==> images/wires.png <==
Scale bar: 20 um.
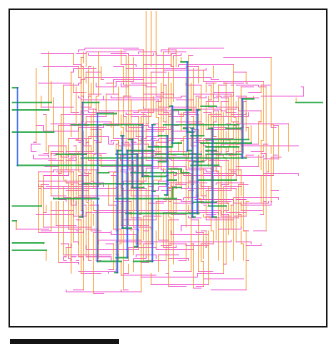
==> images/metal_density.png <==
Scale bar: 20 um. 12 x 12 tiles, from dark blue (low) to red (high), scaled to the fullest tile. Values are wire area over tile area, all layers added.
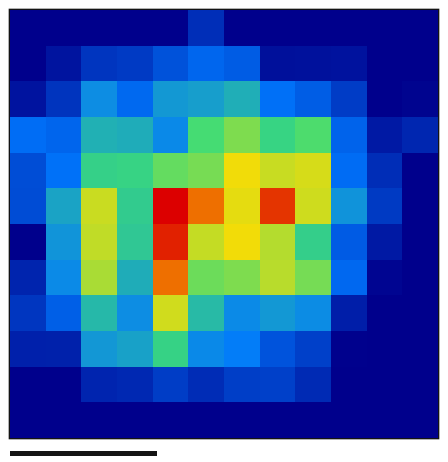
===== config.mk =====
export PLATFORM = sky130hd
export DESIGN_NAME = turn_executor_flat
export DESIGN_NICKNAME = d
export VERILOG_FILES = /design/src/rtl/turn_executor_if.sv /design/src/rtl/turn_executor.sv /design/src/flat_wrapper.sv
export SDC_FILE = /design/constraint.sdc
export NUM_CORES = 1
export LEC_CHECK = 0
export CAP_MARGIN = 20
export CORE_MARGIN = 4
export CORE_UTILIZATION = 48
export DETAILED_ROUTE_END_ITERATION = 7
export PLACE_DENSITY = 0.83
export SLEW_MARGIN = 20
export SYNTH_ARGS = -nofsm -noshare
export SYNTH_HDL_FRONTEND = slang
export SYNTH_SLANG_ARGS = --single-unit

===== constraint.sdc =====
create_clock -name clk -period 1.8 [get_ports clk]
set_input_delay 0.54 -clock clk [delete_from_list [all_inputs] [get_ports clk]]
set_output_delay 0.54 -clock clk [all_outputs]
set_load 0.1 [all_outputs]

===== src/rtl/turn_executor_if.sv =====
// Purpose : bundles the decision-stage to turn-executor signals (commands in, motor/status out).
// Latency : pure wiring, no storage.
// Backpressure: none; the executor ignores requests while busy and reports that on is_turning.
// Ports (all 1 bit):
//   enable, trigger_turn_left, trigger_turn_right, trigger_turn_back, forward_req  : decision stage -> executor
//   is_turning, motor_forward, motor_turn_left, motor_turn_right, turn_done        : executor -> decision stage / motors
interface turn_executor_if;
    logic enable;
    logic trigger_turn_left;
    logic trigger_turn_right;
    logic trigger_turn_back;
    logic forward_req;
    logic is_turning;
    logic motor_forward;
    logic motor_turn_left;
    logic motor_turn_right;
    logic turn_done;

    // Decision-stage side
    modport master (
        output enable, trigger_turn_left, trigger_turn_right, trigger_turn_back, forward_req,
        input  is_turning, motor_forward, motor_turn_left, motor_turn_right, turn_done
    );

    // Executor side
    modport slave (
        input  enable, trigger_turn_left, trigger_turn_right, trigger_turn_back, forward_req,
        output is_turning, motor_forward, motor_turn_left, motor_turn_right, turn_done
    );
endinterface


===== src/rtl/turn_executor.sv =====
// Purpose : runs a timed turn (left/right/back) then a forward exit phase, and drives the motor commands.
// Latency : all outputs registered; a trigger or forward_req shows on the motors one cycle later.
// Backpressure: none; triggers/forward_req during a manoeuvre are dropped (not queued), is_turning flags busy.
// Ports:
//   clk  : system clock
//   rst  : synchronous active-high reset (wins over enable)
//   bus  : turn_executor_if.slave (commands in, motor/status out)
module turn_executor #(
    parameter int TURN_TICKS = 450,
    parameter int BACK_TICKS = 900,
    parameter int EXIT_TICKS = 250,
    parameter int CNT_W      = 10
) (
    input  logic                  clk,
    input  logic                  rst,
    turn_executor_if.slave        bus
);

    localparam logic [CNT_W-1:0] TURN_LOAD = CNT_W'(TURN_TICKS - 1);
    localparam logic [CNT_W-1:0] BACK_LOAD = CNT_W'(BACK_TICKS - 1);
    localparam logic [CNT_W-1:0] EXIT_LOAD = CNT_W'(EXIT_TICKS - 1);

    typedef enum logic [1:0] {
        IDLE = 2'd0,
        TURN = 2'd1,
        EXIT = 2'd2
    } state_t;

    state_t           state;
    logic [CNT_W-1:0] cnt;
    logic             is_turning_q;
    logic             motor_forward_q;
    logic             motor_turn_left_q;
    logic             motor_turn_right_q;
    logic             turn_done_q;

    always_ff @(posedge clk) begin
        // Dropping enable is a forced idle: aborts a manoeuvre without turn_done.
        if (rst || !bus.enable) begin
            state              <= IDLE;
            cnt                <= '0;
            is_turning_q       <= 1'b0;
            motor_forward_q    <= 1'b0;
            motor_turn_left_q  <= 1'b0;
            motor_turn_right_q <= 1'b0;
            turn_done_q        <= 1'b0;
        end else begin
            turn_done_q <= 1'b0;
            case (state)
                IDLE: begin
                    // Priority back > left > right. A back turn rotates left for twice as long.
                    if (bus.trigger_turn_back || bus.trigger_turn_left || bus.trigger_turn_right) begin
                        state              <= TURN;
                        is_turning_q       <= 1'b1;
                        motor_forward_q    <= 1'b0;
                        cnt                <= bus.trigger_turn_back ? BACK_LOAD : TURN_LOAD;
                        motor_turn_left_q  <= bus.trigger_turn_back || bus.trigger_turn_left;
                        motor_turn_right_q <= !bus.trigger_turn_back && !bus.trigger_turn_left;
                    end else begin
                        is_turning_q       <= 1'b0;
                        motor_forward_q    <= bus.forward_req;
                        motor_turn_left_q  <= 1'b0;
                        motor_turn_right_q <= 1'b0;
                    end
                end
                TURN: begin
                    if (cnt == '0) begin
                        state              <= EXIT;
                        cnt                <= EXIT_LOAD;
                        motor_turn_left_q  <= 1'b0;
                        motor_turn_right_q <= 1'b0;
                        motor_forward_q    <= 1'b1;
                    end else begin
                        cnt <= cnt - 1'b1;
                    end
                end
                EXIT: begin
                    if (cnt == '0) begin
                        state           <= IDLE;
                        is_turning_q    <= 1'b0;
                        turn_done_q     <= 1'b1;
                        motor_forward_q <= bus.forward_req;
                    end else begin
                        cnt <= cnt - 1'b1;
                    end
                end
                default: begin
                    state              <= IDLE;
                    cnt                <= '0;
                    is_turning_q       <= 1'b0;
                    motor_forward_q    <= 1'b0;
                    motor_turn_left_q  <= 1'b0;
                    motor_turn_right_q <= 1'b0;
                end
            endcase
        end
    end

    assign bus.is_turning       = is_turning_q;
    assign bus.motor_forward    = motor_forward_q;
    assign bus.motor_turn_left  = motor_turn_left_q;
    assign bus.motor_turn_right = motor_turn_right_q;
    assign bus.turn_done        = turn_done_q;

endmodule


===== src/flat_wrapper.sv =====
// flat-port wrapper written by rule: the top's interface ports become plain ports
module turn_executor_flat 
#(
    parameter int TURN_TICKS = 450,
    parameter int BACK_TICKS = 900,
    parameter int EXIT_TICKS = 250,
    parameter int CNT_W      = 10
)
  (clk, rst, bus_enable, bus_trigger_turn_left, bus_trigger_turn_right, bus_trigger_turn_back, bus_forward_req, bus_is_turning, bus_motor_forward, bus_motor_turn_left, bus_motor_turn_right, bus_turn_done);
  turn_executor_if bus_i ();
  input  logic clk;
  input  logic rst;
  input wire logic [$bits(bus_i.enable)-1:0] bus_enable;
  input wire logic [$bits(bus_i.trigger_turn_left)-1:0] bus_trigger_turn_left;
  input wire logic [$bits(bus_i.trigger_turn_right)-1:0] bus_trigger_turn_right;
  input wire logic [$bits(bus_i.trigger_turn_back)-1:0] bus_trigger_turn_back;
  input wire logic [$bits(bus_i.forward_req)-1:0] bus_forward_req;
  output wire logic [$bits(bus_i.is_turning)-1:0] bus_is_turning;
  output wire logic [$bits(bus_i.motor_forward)-1:0] bus_motor_forward;
  output wire logic [$bits(bus_i.motor_turn_left)-1:0] bus_motor_turn_left;
  output wire logic [$bits(bus_i.motor_turn_right)-1:0] bus_motor_turn_right;
  output wire logic [$bits(bus_i.turn_done)-1:0] bus_turn_done;
  assign bus_i.enable = bus_enable;
  assign bus_i.trigger_turn_left = bus_trigger_turn_left;
  assign bus_i.trigger_turn_right = bus_trigger_turn_right;
  assign bus_i.trigger_turn_back = bus_trigger_turn_back;
  assign bus_i.forward_req = bus_forward_req;
  assign bus_is_turning = bus_i.is_turning;
  assign bus_motor_forward = bus_i.motor_forward;
  assign bus_motor_turn_left = bus_i.motor_turn_left;
  assign bus_motor_turn_right = bus_i.motor_turn_right;
  assign bus_turn_done = bus_i.turn_done;
  turn_executor #(.TURN_TICKS(TURN_TICKS), .BACK_TICKS(BACK_TICKS), .EXIT_TICKS(EXIT_TICKS), .CNT_W(CNT_W)) u_core (.clk(clk), .rst(rst), .bus(bus_i));
endmodule

==> impl_metrics.yaml <==
# synthesis and place-and-route metrics
outcome:
  status: "completed"
final_layout:
  fin_util_pct: 76.6
  sh_comb_area_pct: 51.9
  regArea_um2: 344
  drive_above_1_share_pct: 42.0
power:
  seqPwrFrac_pct: 37.8
  intPower_mw: 0.711
  comb-power_mw: 0.484
  pwr-share-clk_pct: 19.5
  swShare_pct: 37.4
synth:
  syn_area_um2: 1210
  syn_area_per_cell_um2: 8.51
  top_cell_area_share_pct: 28.2
  ys_sh_simple_pct: 32.5
clock_network:
  postCtsSetupBuffers: 2
  cts-root-buf: "clkbuf_4"
  ctsHoldBuffers: 0
  cts_buffers: 3
final_timing:
  period_used_pct: 98.4
  setup_viol: 0
  setup_slack_ns: 0.0289
  tightest_slew_ns: 0.497
  hold_viol: 0
route:
  final_antenna_net_count: 0
  drc: 0
placement:
  placedInstanceArea_um2: 1590
  gp_congestion: 0.987
grt:
  grt_pass1_vias: 1476
critical_path:
  start_kind: "flip-flop"
  path_buffers: 2
Notes on wires.png above:
colour	layer	wire length
green	metal 3	327 um
magenta	metal 1	1540 um
orange	metal 2	1900 um
blue	metal 4	279 um
Routed WL per cell: 19.4 um
DR vias: 1428
Post-Route WL: 4.05 mm
GRT Overall Usage: 25.4%

Notes on metal_density.png above:
emptiest ninth of the die	bottom right
fullest tile	0.86
nearly empty tiles	31%

Power and IR drop assume default switching activity.
